**config.mk**
```make
export PLATFORM = sky130hd
export DESIGN_NAME = writeback_stage
export DESIGN_NICKNAME = d
export VERILOG_FILES = /design/src/rtl/y86_pkg.sv /design/src/rtl/wb_status_fsm.sv /design/src/rtl/writeback_stage.sv
export SDC_FILE = /design/constraint.sdc
export NUM_CORES = 1
export LEC_CHECK = 0
export ABC_CLOCK_PERIOD_IN_PS = 2100
export CELL_PAD_IN_SITES_DETAIL_PLACEMENT = 0
export CELL_PAD_IN_SITES_GLOBAL_PLACEMENT = 1
export CORE_MARGIN = 3
export CORE_UTILIZATION = 27
export CTS_CLUSTER_DIAMETER = 120
export DETAILED_ROUTE_END_ITERATION = 6
export MAX_ROUTING_LAYER = met4
export PLACE_DENSITY_LB_ADDON = 0.1
export SLEW_MARGIN = 20
export SYNTH_ARGS = -nofsm -noshare
export SYNTH_HDL_FRONTEND = slang
export SYNTH_SLANG_ARGS = --single-unit
```
**constraint.sdc**
```tcl
create_clock -name clk -period 2.1 [get_ports clk]
set_input_delay 0.525 -clock clk [delete_from_list [all_inputs] [get_ports clk]]
set_output_delay 0.525 -clock clk [all_outputs]
set_load 0.02 [all_outputs]
```
**src/rtl/y86_pkg.sv**
```systemverilog
// Shared Y86-64 pipeline definitions: status codes, instruction codes, register ids
// and the writeback status FSM encoding.
package y86_pkg;

   localparam logic [2:0] SBUB = 3'd0;
   localparam logic [2:0] SAOK = 3'd1;
   localparam logic [2:0] SHLT = 3'd2;
   localparam logic [2:0] SADR = 3'd3;
   localparam logic [2:0] SINS = 3'd4;

   localparam logic [3:0] IHALT   = 4'h0;
   localparam logic [3:0] INOP    = 4'h1;
   localparam logic [3:0] IRRMOVQ = 4'h2;
   localparam logic [3:0] IIRMOVQ = 4'h3;
   localparam logic [3:0] IRMMOVQ = 4'h4;
   localparam logic [3:0] IMRMOVQ = 4'h5;
   localparam logic [3:0] IOPQ    = 4'h6;
   localparam logic [3:0] IJXX    = 4'h7;
   localparam logic [3:0] ICALL   = 4'h8;
   localparam logic [3:0] IRET    = 4'h9;
   localparam logic [3:0] IPUSHQ  = 4'hA;
   localparam logic [3:0] IPOPQ   = 4'hB;

   localparam logic [3:0] RNONE = 4'hF;

   typedef enum logic [1:0] {
      RUN  = 2'd0,
      HALT = 2'd1,
      ERR  = 2'd2
   } wbState_e;

   function automatic logic isFault(input logic [2:0] s);
      return (s == SADR) || (s == SINS);
   endfunction

   // Entries that complete architecturally: normal instructions and the halt itself.
   function automatic logic isRetiring(input logic [2:0] s);
      return (s == SAOK) || (s == SHLT);
   endfunction

endpackage

```
**src/rtl/wb_status_fsm.sv**
```systemverilog
// Sticky processor status for the writeback stage: RUN/HALT/ERR state, the
// architectural status code and the retired-instruction counter.
module wb_status_fsm
   import y86_pkg::*;
#(
   parameter int CNT_W = 32
) (
   input  logic             clk,
   input  logic             reset_n,
   input  logic [2:0]       W_stat,
   input  logic             W_stall,
   output logic [2:0]       stat,
   output logic             halted,
   output logic [CNT_W-1:0] retired
);

   wbState_e   state;
   wbState_e   stateNext;
   logic [2:0] haltCode;
   logic [2:0] haltCodeNext;
   logic       retireEn;

   always_ff @(posedge clk) begin
      if (!reset_n) begin
         state    <= RUN;
         haltCode <= SAOK;
         retired  <= '0;
      end else begin
         state    <= stateNext;
         haltCode <= haltCodeNext;
         if (retireEn) begin
            retired <= retired + CNT_W'(1);
         end
      end
   end

   // W is flushed to bubbles once terminal, so the halting code is kept here.
   always_comb begin
      stateNext    = state;
      haltCodeNext = haltCode;
      retireEn     = 1'b0;
      stat         = haltCode;
      halted       = 1'b1;
      unique case (state)
         RUN: begin
            halted   = 1'b0;
            stat     = (W_stat == SBUB) ? SAOK : W_stat;
            retireEn = !W_stall && isRetiring(W_stat);
            if (W_stat == SHLT) begin
               stateNext    = HALT;
               haltCodeNext = W_stat;
            end else if (isFault(W_stat)) begin
               stateNext    = ERR;
               haltCodeNext = W_stat;
            end
         end
         HALT, ERR: begin
            stateNext = state;
         end
         default: begin
            stateNext = ERR;
         end
      endcase
   end

endmodule

```
**src/rtl/writeback_stage.sv**
```systemverilog
// Y86-64 W pipeline register with register-file write qualification; status
// tracking and retirement counting live in wb_status_fsm.
module writeback_stage
   import y86_pkg::*;
#(
   parameter int DATA_W = 64,
   parameter int CNT_W  = 32
) (
   input  logic              clk,
   input  logic              reset_n,
   input  logic [2:0]        M_stat,
   input  logic [3:0]        M_icode,
   input  logic [3:0]        M_dstE,
   input  logic [3:0]        M_dstM,
   input  logic [DATA_W-1:0] M_valE,
   input  logic [DATA_W-1:0] m_valM,
   input  logic              W_stall,
   input  logic              W_bubble,
   output logic [2:0]        W_stat,
   output logic [3:0]        W_icode,
   output logic [3:0]        W_dstE,
   output logic [3:0]        W_dstM,
   output logic [DATA_W-1:0] W_valE,
   output logic [DATA_W-1:0] W_valM,
   output logic [3:0]        wb_dstE,
   output logic [3:0]        wb_dstM,
   output logic [2:0]        stat,
   output logic              halted,
   output logic [CNT_W-1:0]  retired
);

   logic loadBubble;
   logic loadM;

   // A terminal state flushes W; otherwise stall outranks bubble.
   always_comb begin
      loadBubble = !reset_n || halted || (!W_stall && W_bubble);
      loadM      = !loadBubble && !W_stall;
   end

   // M -> W stage boundary
   always_ff @(posedge clk) begin
      if (loadBubble) begin
         W_stat  <= SBUB;
         W_icode <= INOP;
         W_dstE  <= RNONE;
         W_dstM  <= RNONE;
         W_valE  <= '0;
         W_valM  <= '0;
      end else if (loadM) begin
         W_stat  <= M_stat;
         W_icode <= M_icode;
         W_dstE  <= M_dstE;
         W_dstM  <= M_dstM;
         W_valE  <= M_valE;
         W_valM  <= m_valM;
      end
   end

   // Only healthy instructions write; on a same-register dual write the
   // memory result wins, as popq %rsp requires.
   always_comb begin
      wb_dstE = RNONE;
      wb_dstM = RNONE;
      if ((W_stat == SAOK) && !halted) begin
         wb_dstM = W_dstM;
         wb_dstE = ((W_dstE == W_dstM) && (W_dstM != RNONE)) ? RNONE : W_dstE;
      end
   end

   wb_status_fsm #(
      .CNT_W(CNT_W)
   ) uStatus (
      .clk    (clk),
      .reset_n(reset_n),
      .W_stat (W_stat),
      .W_stall(W_stall),
      .stat   (stat),
      .halted (halted),
      .retired(retired)
   );

endmodule

```
==> images/final_clocks.png <==
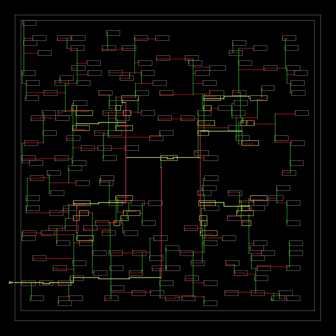
Setup Skew: 0.0148 ns
clk latency late pin: 0.43 ns
CTS buffer count: 17
clk_buf instances: 19
seq_cells: 180

==> images/cell_classes.png <==
Scale: 2 px per um. Fill, decap, tap and diode cells in gray.
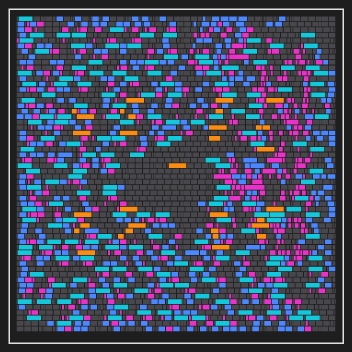
| class | color | cells |
|---|---|---|
| flip-flops | cyan | 180 |
| clock drivers and dummy loads | orange | 32 |
| other buffers and delay cells | blue | 401 |
| all other logic | magenta | 480 |
final core utilization: 47.0%
flop share of the area: 30.6%
core box area: 0.0252 sq mm
Site Rows: 58
final instance area: 0.0118 sq mm

==> images/pins.png <==
Scale: 1.5 px per um. Pins as bars across the die edge, other pins in gray.
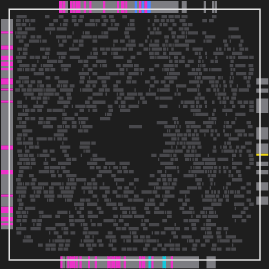
| port | color | pins | direction | edge |
|---|---|---|---|---|
| `M_stat` | cyan | 3 | input | bottom |
| `halted` | yellow | 1 | output | right |
| `M_dstM` | blue | 4 | input | top |
| `m_valM` | magenta | 64 | input | 24 left, 22 bottom, 18 top |
all pins by edge: 105 bottom, 103 left, 90 top, 36 right
port bufs: 333
chip height: 166 um
Die Wd: 166 um

==> Slide: Implementation Results <==
Synthesis and Place & Route Summary

Route
  • DR iter-0 viols: 233
  • 1st-pass router iterations: 4
  • Met2 Wirelength: 12400 um
  • DR DRC count: 0
  • WL/cell: 16.3 um
  • Max layer used: met4
  • Post-route ant nets: 0

Place
  • Worst slack, placed: -0.185 ns
  • Placed instance area: 0.0111 sq mm
  • Routability Congestion: 0.761

Floorplan
  • Tap cells: 330
  • Ports: 334

STA
  • Slew of the pin with the lowest slew margin: 0.978 ns
  • Max-slew headroom: 34.8%
  • Fmax: 447 MHz
  • Final worst path period need: 2.24 ns
  • Final hold vios: 0
  • Setup violators final: 5
  • RSZ-0062 raised after global routing: true
  • Setup WS post-layout: -0.138 ns
  • Post-route setup TNS: -0.543 ns
  • Period utilisation layout: 107%
  • Fin. max-slew vios: 0

Critical path
  • Crit path kind: reg -> out
  • Crit start category: register
  • Reg2Reg Setup Slack: 0.03 ns
  • Crit-path cells: xor2_2, o41ai_4, or2_4, buf_6
  • Worst reg2reg path startpoint: uStatus.state[0]
  • Slowest stage delay, CP: 0.45 ns
  • Crit path to: wb_dstE[3]
  • Reg2Reg Depth: 8
  • Worst flop-to-flop path endpoint: uStatus.retired[31]
  • Critical path fanouts, max: 4
  • CP top delay family: AND-OR/OR-AND gates
  • Worst path slowest cell: o41ai_4
  • Worst setup path startpoint: W_dstM[3]
  • Critical path endpoint category: output port
  • Cell count along the critical path: 4

Cells and area
  • Fillers: 2425
  • Multi-input gates: 471
  • ClkCell Share: 4.96%
  • Area delta synth->final: 70.6%
  • Buffers, non-clock: 401
  • FF/Latch Area: 0.00362 sq mm
  • Largest regs: W_valE (64), W_valM (64), uStatus.retired (32)
  • Top Layout Cells: 310 x clkdlybuf4s50_1, 170 x dfxtp_1, 162 x nor2_1
  • Number of ordinary inverters in the final layout: 9
  • Fraction of layout cells with a size suffix above 1: 14.0%
  • Logic share of the area: 27.3%
  • Final Non-Filler Cells: 1423
  • # diodes: 0

Clock tree
  • Hold_buf cts: 0
  • CTS tree: built
  • Worst-path clk slew: 0.07 ns
  • H-tree levels: 4
  • Root buffer cell: clkbuf_16
  • Deepest clock path buffer count: 2
  • Setup bufs post-CTS: 0

Yosys
  • Chip Area, Yosys: 0.00693 sq mm
  • Yosys warning tally: 0
  • Async S/R FF share, synth: 0%
  • Seq share, synth: 52.0%
  • Yosys reg bits: 180
  • Top cells by count: 180 x dfxtp_1, 162 x nor2_1, 145 x mux2i_1
  • Count of library flops with an enable pin: 0
  • Post-Synthesis Cells: 701
  • Synthesized area: 0.00693 sq mm
  • Yosys cell types: 44
  • Mapped Avg Cell Area: 9.89 sq um
  • Largest area contributor in the synthesized netlist: dfxtp_1
  • Syn Nets: 850
  • Top FF cell, synth: dfxtp_1

Global route
  • Met1 Use GR: 18.1%
  • Vias in the first global route: 6390
  • Busiest grt layer: met2
  • Overflow after GRT: 0
  • First-pass GRT wire length: 35900 um
  • Largest net degree at the start of global routing: 89
  • GRT Resource Usage Total: 16.9%
  • Met3 usage in global routing: 5.50%

Min path
  • Hold Crit Class: reg -> reg
  • WHS Path Cells: 2
  • Hold path startpoint: uStatus.haltCode[1]

Pwr
  • Cell area power density: 757 mW/mm^2
  • Lkg Pwr: 4.83 nW
  • Total Power: 8.95 mW

Run
  • Tool warnings: 28

Outcome
  • Outcome: finished with violations
  • Violated checks: negative setup slack
==> images/met2.png <==
Scale: 2 px per um.
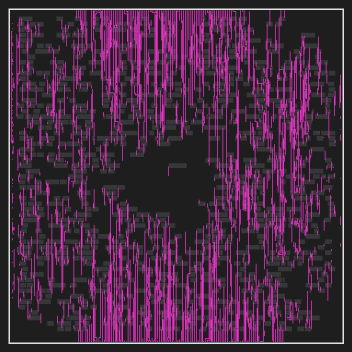
nets with wire on the layer: 1039
share of all routed wire: 53%
longest straight run: 65.8 um
main direction: vertical
wire length on this layer: 12400 um
met2 Track Usage GR: 30.6%
routed vias: 6200
final WL: 23200 um

==> images/clock_map.png <==
Scale: 3 px per um.
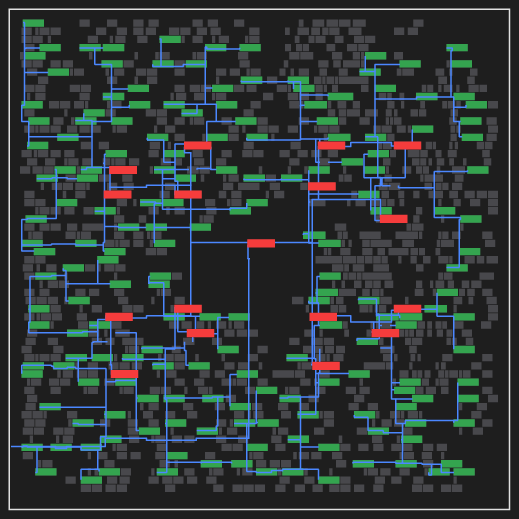
[clock wires] blue | length: 2610 um
[cells driving clock nets] red | count: 17
[flip-flops] green | count: 180
routed clock nets: 18
P_clk: 3.20 mW
Clk network pwr share: 35.8%

## power by group
part / leakage [nW] / switching, mW / internal, mW / total (mW)
logic: 3.08 / 0.951 / 1.04 / 1.99
clock network: 0.284 / 1.55 / 1.65 / 3.20
registers: 1.47 / 0.117 / 3.64 / 3.75
total: 4.83 / 2.62 / 6.33 / 8.95
## cell families (layout without fill, tap and decap cells)
| logic type | Yosys count | in the layout | synth area share [%] |
|---|---|---|---|
| compound gates | 39 | 39 | 3.34 |
| xor+xnor | 23 | 23 | 3.01 |
| fa+ha+maj | 2 | 2 | 0.361 |
| buf+inv | 50 | 442 | 3.03 |
| flops | 180 | 180 | 52.0 |
| mux | 146 | 146 | 21.1 |
| simple gates | 261 | 261 | 17.2 |
No activity file was given, so power comes from the tool's default toggle rates.
